run_1/io_placement.png
(1.5 px per um) Pins as bars across the die edge, other pins in gray.
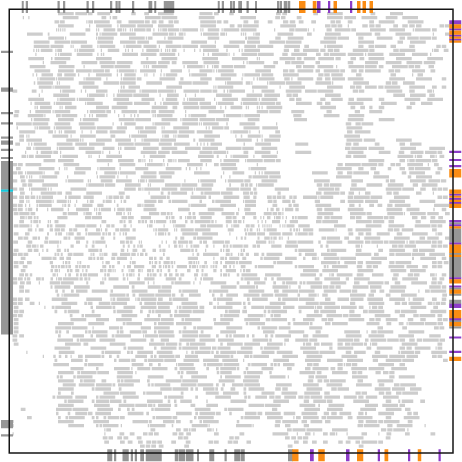
run_1/wires.png
(1.5 px per um) Only two layers are drawn.
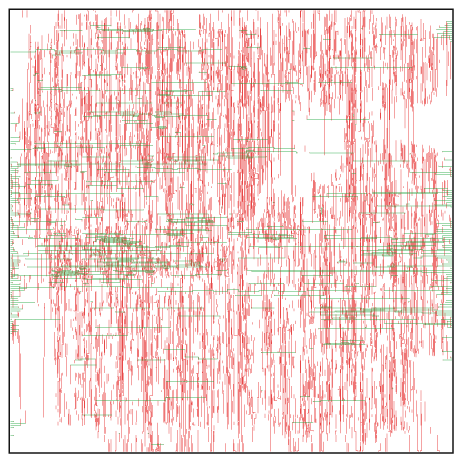
run_1/sizes.png
(1.5 px per um)
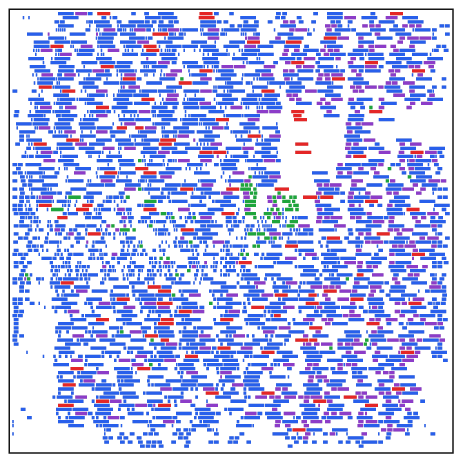
[config.mk]
export PLATFORM = sky130hd
export DESIGN_NAME = fetch_queue_unit
export DESIGN_NICKNAME = d
export VERILOG_FILES = /design/src/rtl/fetch_queue_unit.sv
export SDC_FILE = /design/constraint.sdc
export NUM_CORES = 1
export LEC_CHECK = 0
export CAP_MARGIN = 20
export CORE_UTILIZATION = 45
export CTS_CLUSTER_DIAMETER = 200
export DETAILED_ROUTE_END_ITERATION = 6
export REMOVE_ABC_BUFFERS = 1
export SYNTH_ARGS = -nofsm -noshare
export SYNTH_HDL_FRONTEND = slang
export SYNTH_SLANG_ARGS = --single-unit
[constraint.sdc]
create_clock -name clk_i -period 11 [get_ports clk_i]
set_clock_uncertainty 0.1 [all_clocks]
set_input_delay 2.2 -clock clk_i [delete_from_list [all_inputs] [get_ports clk_i]]
set_output_delay 2.2 -clock clk_i [all_outputs]
set_load 0.01 [all_outputs]
[src/rtl/fetch_queue_unit.sv]
// fetch_queue_unit
// Fetches aligned groups of FETCH_WIDTH instructions into a circular queue
// and hands them to decode one at a time over a valid/ready handshake.
// Fetch may start mid-group when the PC is unaligned. A predicted-taken
// branch cuts the group short at the predicted slot. A flush from commit
// empties the queue and redirects the fetch PC.
// pred_slot_i is expected to stay below FETCH_WIDTH.

module fetch_queue_unit #(
    parameter int unsigned     XLEN        = 32,
    parameter int unsigned     FETCH_WIDTH = 2,
    parameter int unsigned     QUEUE_DEPTH = 8,
    parameter logic [XLEN-1:0] RESET_PC    = 32'h0
) (
    input  logic                          clk_i,
    input  logic                          reset_i,
    input  logic                          stall_i,
    input  logic                          flush_i,
    input  logic [XLEN-1:0]               flush_pc_i,
    input  logic                          take_branch_i,
    input  logic [((FETCH_WIDTH > 1) ? $clog2(FETCH_WIDTH) : 1)-1:0] pred_slot_i,
    input  logic [XLEN-1:0]               predicted_pc_i,
    output logic                          imem_req_o,
    output logic [XLEN-1:0]               imem_addr_o,
    input  logic [FETCH_WIDTH*XLEN-1:0]   imem_rdata_i,
    output logic [XLEN-1:0]               pc_o,
    output logic                          dec_valid_o,
    input  logic                          dec_ready_i,
    output logic [XLEN-1:0]               dec_pc_o,
    output logic [XLEN-1:0]               dec_instr_o,
    output logic                          dec_pred_taken_o,
    output logic [XLEN-1:0]               dec_pred_target_o,
    output logic [$clog2(QUEUE_DEPTH+1)-1:0] count_o
);

    // Slot index width, queue pointer width, occupancy width, group bytes.
    localparam int unsigned SW = (FETCH_WIDTH > 1) ? $clog2(FETCH_WIDTH) : 1;
    localparam int unsigned PW = (QUEUE_DEPTH > 1) ? $clog2(QUEUE_DEPTH) : 1;
    localparam int unsigned CW = $clog2(QUEUE_DEPTH + 1);
    localparam int unsigned GB = FETCH_WIDTH * 4;

    // Architectural state.
    logic [XLEN-1:0] r_pc;
    logic [PW-1:0]   r_head;
    logic [PW-1:0]   r_tail;
    logic [CW-1:0]   r_count;

    // Queue storage, one entry per instruction.
    logic [XLEN-1:0] r_qPc     [QUEUE_DEPTH];
    logic [XLEN-1:0] r_qInstr  [QUEUE_DEPTH];
    logic            r_qTaken  [QUEUE_DEPTH];
    logic [XLEN-1:0] r_qTarget [QUEUE_DEPTH];

    // Group geometry and fetch decision.
    logic [XLEN-1:0] w_groupBase;
    logic [SW-1:0]   w_startSlot;
    logic            w_takeValid;
    logic [SW-1:0]   w_endSlot;
    logic [SW:0]     w_enqCount;
    logic            w_hasSpace;
    logic            w_fetch;
    logic            w_decValid;
    logic            w_deq;
    logic [CW-1:0]   w_enqAmt;
    logic [CW-1:0]   w_countNext;
    logic [XLEN-1:0] w_pcNext;

    // Per-slot write controls.
    logic            w_wrEn      [FETCH_WIDTH];
    logic [PW-1:0]   w_wrIdx     [FETCH_WIDTH];
    logic            w_slotTaken [FETCH_WIDTH];

    // The group base is the PC with its in-group byte offset cleared.
    // The start slot is the word index inside the group.
    // The two low PC bits play no part in either value.
    assign w_groupBase = r_pc & ~XLEN'(GB - 1);
    assign w_startSlot = SW'((r_pc >> 2) & XLEN'(FETCH_WIDTH - 1));

    // A prediction pointing at a slot before the start slot belongs to
    // instructions we are skipping, so it is ignored.
    assign w_takeValid = take_branch_i && (pred_slot_i >= w_startSlot);
    assign w_endSlot   = w_takeValid ? pred_slot_i : SW'(FETCH_WIDTH - 1);
    assign w_enqCount  = {1'b0, w_endSlot} - {1'b0, w_startSlot} + (SW+1)'(1);

    // Free space is judged on the start-of-cycle count.
    // A dequeue in the same cycle earns no credit.
    assign w_hasSpace = (32'(QUEUE_DEPTH) - 32'(r_count)) >= 32'(FETCH_WIDTH);
    assign w_fetch    = !flush_i && !stall_i && w_hasSpace;

    // A handshake during a flush is dropped; decode discards it on its side.
    assign w_decValid  = (r_count != '0);
    assign w_deq       = w_decValid && dec_ready_i && !flush_i;
    assign w_enqAmt    = w_fetch ? CW'(w_enqCount) : '0;
    assign w_countNext = r_count + w_enqAmt - CW'(w_deq);

    // Map each group slot to its queue position.
    // Slots start..end land at tail, tail+1, ... and wrap around the ring.
    always_comb begin
        for (int k = 0; k < int'(FETCH_WIDTH); k++) begin
            w_wrEn[k]      = 1'b0;
            w_wrIdx[k]     = '0;
            w_slotTaken[k] = 1'b0;
            w_wrEn[k]      = w_fetch && (SW'(k) >= w_startSlot) && (SW'(k) <= w_endSlot);
            w_wrIdx[k]     = PW'((32'(r_tail) + 32'(k) - 32'(w_startSlot)) % QUEUE_DEPTH);
            w_slotTaken[k] = w_takeValid && (SW'(k) == w_endSlot);
        end
    end

    // Choose the next fetch PC. Priority order:
    //   1. redirect from commit
    //   2. hold when not fetching
    //   3. predicted target
    //   4. next sequential group
    always_comb begin
        w_pcNext = r_pc;
        if (flush_i) begin
            w_pcNext = flush_pc_i;
        end else if (w_fetch) begin
            if (w_takeValid) begin
                w_pcNext = predicted_pc_i;
            end else begin
                w_pcNext = w_groupBase + XLEN'(GB);
            end
        end
    end

    // Control state update.
    // Reset beats flush, and flush beats fetch and dequeue.
    always_ff @(posedge clk_i) begin
        if (reset_i) begin
            r_pc    <= RESET_PC;
            r_head  <= '0;
            r_tail  <= '0;
            r_count <= '0;
        end else if (flush_i) begin
            r_pc    <= w_pcNext;
            r_head  <= '0;
            r_tail  <= '0;
            r_count <= '0;
        end else begin
            r_pc <= w_pcNext;
            if (w_fetch) begin
                r_tail <= PW'((32'(r_tail) + 32'(w_enqCount)) % QUEUE_DEPTH);
            end
            if (w_deq) begin
                r_head <= PW'((32'(r_head) + 32'd1) % QUEUE_DEPTH);
            end
            r_count <= w_countNext;
        end
    end

    // Write the fetched slots into queue storage.
    // Only the last slot of a taken group carries the prediction.
    always_ff @(posedge clk_i) begin
        for (int k = 0; k < int'(FETCH_WIDTH); k++) begin
            if (!reset_i && w_wrEn[k]) begin
                r_qPc[w_wrIdx[k]]     <= w_groupBase + XLEN'(4 * k);
                r_qInstr[w_wrIdx[k]]  <= imem_rdata_i[k*XLEN +: XLEN];
                r_qTaken[w_wrIdx[k]]  <= w_slotTaken[k];
                r_qTarget[w_wrIdx[k]] <= w_slotTaken[k] ? predicted_pc_i : '0;
            end
        end
    end

    // Fetch-side outputs.
    assign imem_req_o  = w_fetch;
    assign imem_addr_o = w_groupBase;
    assign pc_o        = r_pc;
    assign count_o     = r_count;

    // Decode-side outputs.
    // Data is forced to zero while the queue is empty, so stale storage
    // never shows up, including right after reset.
    assign dec_valid_o       = w_decValid;
    assign dec_pc_o          = w_decValid ? r_qPc[r_head]     : '0;
    assign dec_instr_o       = w_decValid ? r_qInstr[r_head]  : '0;
    assign dec_pred_taken_o  = w_decValid ? r_qTaken[r_head]  : 1'b0;
    assign dec_pred_target_o = w_decValid ? r_qTarget[r_head] : '0;

endmodule

==> flow_summary.ini, run 1 <==
; yosys + openroad results
[route]
drc = 0
vias_per_cell = 5.73
dr.pass1.iters = 6
ant_nets = 0
top_layer = met5
dr_wl_met3_um = 8400
drt_iter0_markers = 2248

[power]
p_comb_frac = 0.201
p_int_w = 0.00580
p_seq_frac = 0.444
pg_comb_w = 0.00162
switching_share = 0.277
p_leak_nw = 14.2
ir_drop_v = 0.000120
p_seq_w = 0.00357

[job]
drv_cap = 0
warnings = 28

[synth]
syn_avg_cell_area_um2 = 14.6
ys_seq_elements = 805
ys_cells = 2645
top_area_cell = edfxtp_1
synth_cell_types = 68
yosys-top-cells-count = edfxtp_1, nor2_1, mux2_2, and2_1, mux4_2
syn_area_mm2 = 0.0386
top_logic_kind = multiplexers
ys_sh_simple = 0.101
synth-area-yosys_mm2 = 0.0386
edf_count = 752
area_leaders = edfxtp_1, mux4_2, mux2_2, nor2_1, and2_1
xor_area_frac = 0.00340
yosysWarnings = 0

[layout]
nNonClkInverters = 44
utilization = 0.533
seq_share = 0.522
mostFrequentLayoutCell = edfxtp_1
area_share_nonclk_buffers = 0.0770
diodes = 5
clock_cell_area_share = 0.0613
nNetsFinal = 3012
final-instance-count-excl-fill = 4078
mostFrequentLayoutCells = edfxtp_1, nor2_1, clkdlybuf4s50_1
layout.comb_gates.multi_input = 1564
clkbuf_count = 108

[grt]
busiest_layer = met2
gr-usage-all-layers = 0.245
use_met1 = 0.340
antenna_found_initial = 10
grt_pass1_vias = 23900
grt_pass1_wl_um = 155000
met3_usage = 0.0428
grt_use_met2 = 0.401
grt_remaining_overflow = 0

[min_path]
holdPathStages = 2
hold_path.startpoint = r_qPc[0][2]
hold_class = reg -> reg
hold_end = r_qPc[0][2]

[placed_design]
globalplace.congestion = 0.865
place_ws_ns = 4.15

[clock_network]
cts_hold_buffers = 0
clockBufferDepth = 3
cts.sinks = 805
cts_setup_buffers = 0
worstSkewPairLatency_ns = 0.63
cts_root_buffer = clkbuf_16
clk_pin_slew_ns = 0.06

[critical_path]
crit_chain = clkdlybuf4s50_1 -> nor2_1 -> o21ai_1 -> inv_1 -> clkdlybuf4s50_1
path_depth = 5
cpMostUsedCell = clkdlybuf4s50_1
endpoint_kind = output pin
crit_path_start = stall_i
max_stage_delay_ns = 0.65
worstSetupStartpointType = primary input
critPathSlowestCell = clkdlybuf4s50_1
r2r_start = pc_o[2]
r2r_cells = 7
worstSetupPathType = in -> out
reg2reg_to = r_qTarget[5][1]
cp_num_buf_inv = 3
rrSetupSlack_ns = 6.51
critical_path.top_delay_family = buffers and inverters

[floorplanning]
fp_util = 0.454
pin_count = 302
n_tap_cell = 1144
chip_area_mm2 = 0.0869

[final_timing]
holdWs_ns = 0.366
finalCritPeriodShare = 0.635
timing.final.hold_violations = 0
tightest_slew_ns = 1.11
final-setup-viol-count = 0

[status]
run_status = completed
-- io_placement.png (at the start) --
[cyan] dec_valid_o | pins: 1 | direction: output | edge: west
[purple] dec_instr_o | pins: 32 | direction: output | edge: 21 east, 7 south, 4 north
[orange] imem_rdata_i | pins: 64 | direction: input | edge: 34 east, 16 south, 14 north
all pins by edge: 100 west, 80 east, 71 south, 51 north
Buffers on Ports: 296
Die Ht: 295 um
Die W: 295 um

-- wires.png (at the start) --
[red] metal 2 | wire length: 51.2 mm
[green] metal 3 | wire length: 8400 um
DR vias: 23400
DR WL/cell: 26.1 um
routed wire length: 106000 um

-- sizes.png (at the start) --
[red] _6 and larger | cells: 107 | share: 3.7% | most used: clkbuf_16
[green] _3 and _4 cells | cells: 76 | share: 2.6% | most used: buf_4
[blue] _0 and _1 cells | cells: 2255 | share: 77% | most used: edfxtp_1
[purple] _2 cells | cells: 491 | share: 17% | most used: mux2_2
synth-to-layout area growth: 17.4%
fin worst setup slack: 4.01 ns
final std cell area, no fill: 0.0453 mm2
Signal buffers: 356

==> run 2: changes to the inputs <==
- PLACE_DENSITY: not set -> 0.67
- clock period: 11 -> 6 ns (I/O delays scaled with it)
run_2/wires.png
(1.5 px per um) Only two layers are drawn.
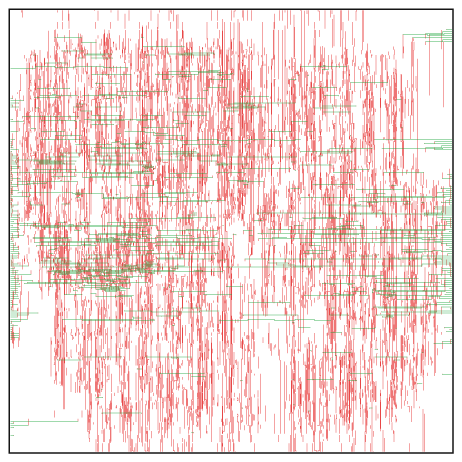
routed wire length: 104000 um
DR WL/cell: 25.5 um
total track usage: 0.241

run_2/placement.png
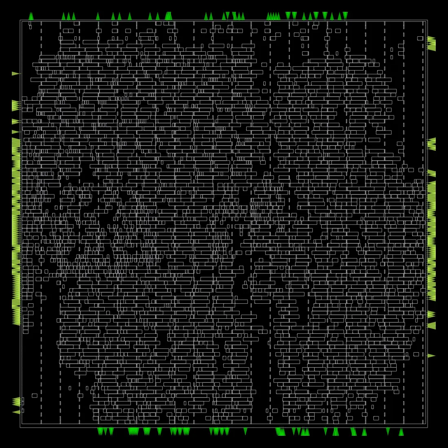
Tap Count: 1144
fill count: 6957

==> run 2 against run 1 <==
Effect of this change:
- largest power group unchanged
- die size unchanged
- via count up 1.1%
- core utilization up 0.23 points
- final cell count up 0.34%
- critical path depth up 2
- flip-flop count unchanged
- largest cell class unchanged
- first-iteration DRC count up 2.1%
- synthesized area unchanged
- register-to-register slack worse by 4.5 ns
- critical path type is now reg -> out
- non-clock buffer count up 11
==> flow_summary.ini, run 2 <==
; yosys + openroad results
[layout]
mostFrequentLayoutCell = edfxtp_1
final-instance-count-excl-fill = 4092
layout.comb_gates.multi_input = 1564
clkbuf_count = 101
utilization = 0.535
diodes = 9
clock_cell_area_share = 0.0621
nNetsFinal = 3022
mostFrequentLayoutCells = edfxtp_1, nor2_1, clkdlybuf4s50_1
seq_share = 0.520
area_share_nonclk_buffers = 0.0806

[synth]
syn_avg_cell_area_um2 = 14.6
synth_cell_types = 68
synth-area-yosys_mm2 = 0.0386
syn_area_mm2 = 0.0386
ys_seq_elements = 805
top_logic_kind = multiplexers
ys_sh_simple = 0.101
area_leaders = edfxtp_1, mux4_2, mux2_2, nor2_1, and2_1
synthCells = 2645

[critical_path]
worstSetupPathType = reg -> out
critPathSlowestCell = o21ai_1
r2r_start = pc_o[2]
crit_chain = inv_1 -> ha_1 -> nor2_1 -> o221ai_2 -> o21ai_1 -> inv_1 -> clkdlybuf4s50_1
endpoint_kind = output pin
critical_path.top_delay_family = buffers and inverters
reg2reg_to = r_qInstr[5][5]
crit_path_start = count_o[0]
rrSetupSlack_ns = 1.97
path_depth = 7
r2r_cells = 7
worstSetupStartpointType = flop
max_stage_delay_ns = 0.62

[final_timing]
timing.final.hold_violations = 0
holdWs_ns = 0.367
tightest_slew_ns = 1.09
finalCritPeriodShare = 0.820

[floorplanning]
fp_util = 0.454
chip_area_mm2 = 0.0869
die_h_um = 295
pin_count = 302
die_x_um = 295

[grt]
antenna_found_initial = 12
grt_pass1_wl_um = 154000
use_met1 = 0.330
grt_remaining_overflow = 0
met3_usage = 0.0440
grt_pass1_vias = 24200
busiest_layer = met2

[power]
p_seq_w = 0.00656
p_seq_frac = 0.443
p_comb_frac = 0.200
pg_comb_w = 0.00296
ir_drop_v = 0.000255

[route]
top_layer = met5
ant_nets = 0
vias_per_cell = 5.77
num_vias = 23600
drc = 0
dr.pass1.iters = 7
wl_met2_um = 50000

[clock_network]
cts_setup_buffers = 0
clockBufferDepth = 3
cts_root_buffer = clkbuf_16
worstSkewPairLatency_ns = 0.65
cts_hold_buffers = 0
cts.sinks = 805

[placed_design]
io_buffers = 296
place_ws_ns = 1.20
globalplace.congestion = 0.903

[status]
run_status = completed

[min_path]
hold_path.startpoint = r_qPc[2][2]
holdPathStages = 2
hold_end = r_qPc[2][2]
run_2/sizes.png
(1.5 px per um)
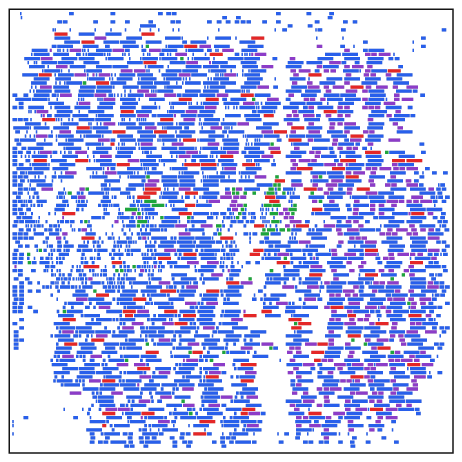
[red] _6 and larger | cells: 118 | share: 4.0% | most used: clkbuf_16
[purple] _2 cells | cells: 489 | share: 17% | most used: mux2_2
[blue] _0 and _1 cells | cells: 2255 | share: 77% | most used: edfxtp_1
[green] _3 and _4 cells | cells: 77 | share: 2.6% | most used: buf_4
final std cell area, no fill: 0.0455 mm2
Signal buffers: 367
fin worst setup slack: 1.08 ns
synth-to-layout area growth: 17.9%

==> run 3: changes to the inputs <==
- PLACE_DENSITY: 0.67 -> not set
- clock period: 6 -> 5.1 ns (I/O delays scaled with it)
run_3/io_fan.png
(1 px per um)
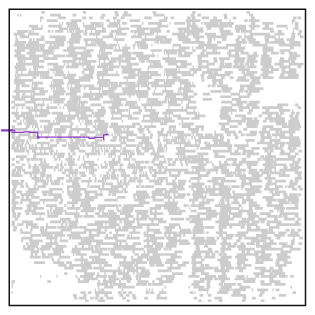
[purple] dec_valid_o | bits: 1 | direction: output | edge: west | end cells: 1 | buffers: 1 | wire: 116 um
io pins: 302

run_3/io_placement.png
(1.5 px per um) Pins as bars across the die edge, other pins in gray.
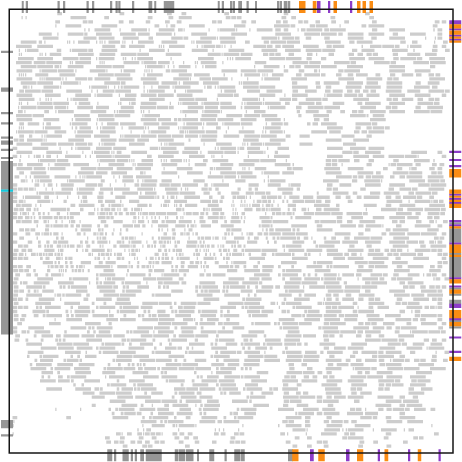
[orange] imem_rdata_i | pins: 64 | direction: input | edge: 34 east, 16 south, 14 north
[cyan] dec_valid_o | pins: 1 | direction: output | edge: west
[purple] dec_instr_o | pins: 32 | direction: output | edge: 21 east, 7 south, 4 north
all pins by edge: 100 west, 80 east, 71 south, 51 north

==> run 3 against run 2 <==
Effect of this change:
- register-to-register slack got worse by 0.72 ns
- hold slack got worse by 0.0020 ns
- count of clock-buffer cells in the layout increased by 19
- critical path depth decreased by 2
- clock power increased by 17%
- die size unchanged
- worst setup slack got worse by 0.47 ns
- synthesized area unchanged
- synthesized cell count unchanged
- total power increased by 17%
- first-iteration DRC count decreased by 16%
- critical path type unchanged
- critical endpoint is now dec_instr_o[23]
- largest cell class unchanged
==> flow_summary.ini, run 3 <==
; yosys + openroad results
[power]
pg_comb_w = 0.00352
switching_share = 0.277
ir_drop_v = 0.000273
p_seq_w = 0.00770
p_leak_nw = 14.3
p_int_w = 0.0126
p_seq_frac = 0.443

[critical_path]
r2r_cells = 8
max_stage_delay_ns = 0.86
rrSetupSlack_ns = 1.25
critical_path.top_delay_family = buffers and inverters
endpoint_kind = output pin
crit_chain = buf_4 -> mux4_2 -> mux2i_1 -> nor2_1 -> clkdlybuf4s50_1

[min_path]
hold_end = r_qPc[6][2]
hold_class = reg -> reg

[layout]
nNonClkInverters = 44
clock_cell_area_share = 0.0609
area_share_nonclk_buffers = 0.0833
mostFrequentLayoutCells = edfxtp_1, nor2_1, clkdlybuf4s50_1
buffers_excl_clock = 375
final-instance-count-excl-fill = 4102
nNetsFinal = 3032
fillerInstances = 7026
area_delta_synth_final_pct = 18.2
diodes = 9

[grt]
grt_pass1_vias = 24100
antenna_found_initial = 9
grt_use_met2 = 0.409
gr-usage-all-layers = 0.247
use_met1 = 0.339
grt_pass1_wl_um = 157000

[final_timing]
timing.final.hold_violations = 0
setup_ws_ns = 0.607

[synth]
yosys-top-cells-count = edfxtp_1, nor2_1, mux2_2, and2_1, mux4_2
ys_sh_simple = 0.101
area_leaders = edfxtp_1, mux4_2, mux2_2, nor2_1, and2_1
top_logic_kind = multiplexers
yosysWarnings = 0
syn_area_mm2 = 0.0386
synth_cell_types = 68
xor_area_frac = 0.00340
synth-area-yosys_mm2 = 0.0386
top_area_cell = edfxtp_1

[status]
run_status = completed

[floorplanning]
die_h_um = 295
die_x_um = 295
fp_util = 0.454

[clock_network]
clockBufferDepth = 3
cts.sinks = 805
cts_root_buffer = clkbuf_16
clk_pin_slew_ns = 0.06
cts_setup_buffers = 0
cts_hold_buffers = 0

[route]
drc = 0
dr.pass1.iters = 5
ant_nets = 0
dr_wl_met3_um = 8030
num_vias = 23400
drt_iter0_markers = 1939
vias_per_cell = 5.70

[job]
warnings = 28
run_3/placement.png
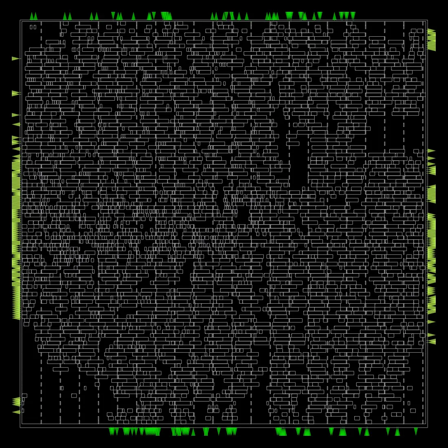
post-layout util: 0.537
row count: 107
Seq area share: 0.519
final sequential cell count: 805

Power is estimated from default activity; no workload was simulated.
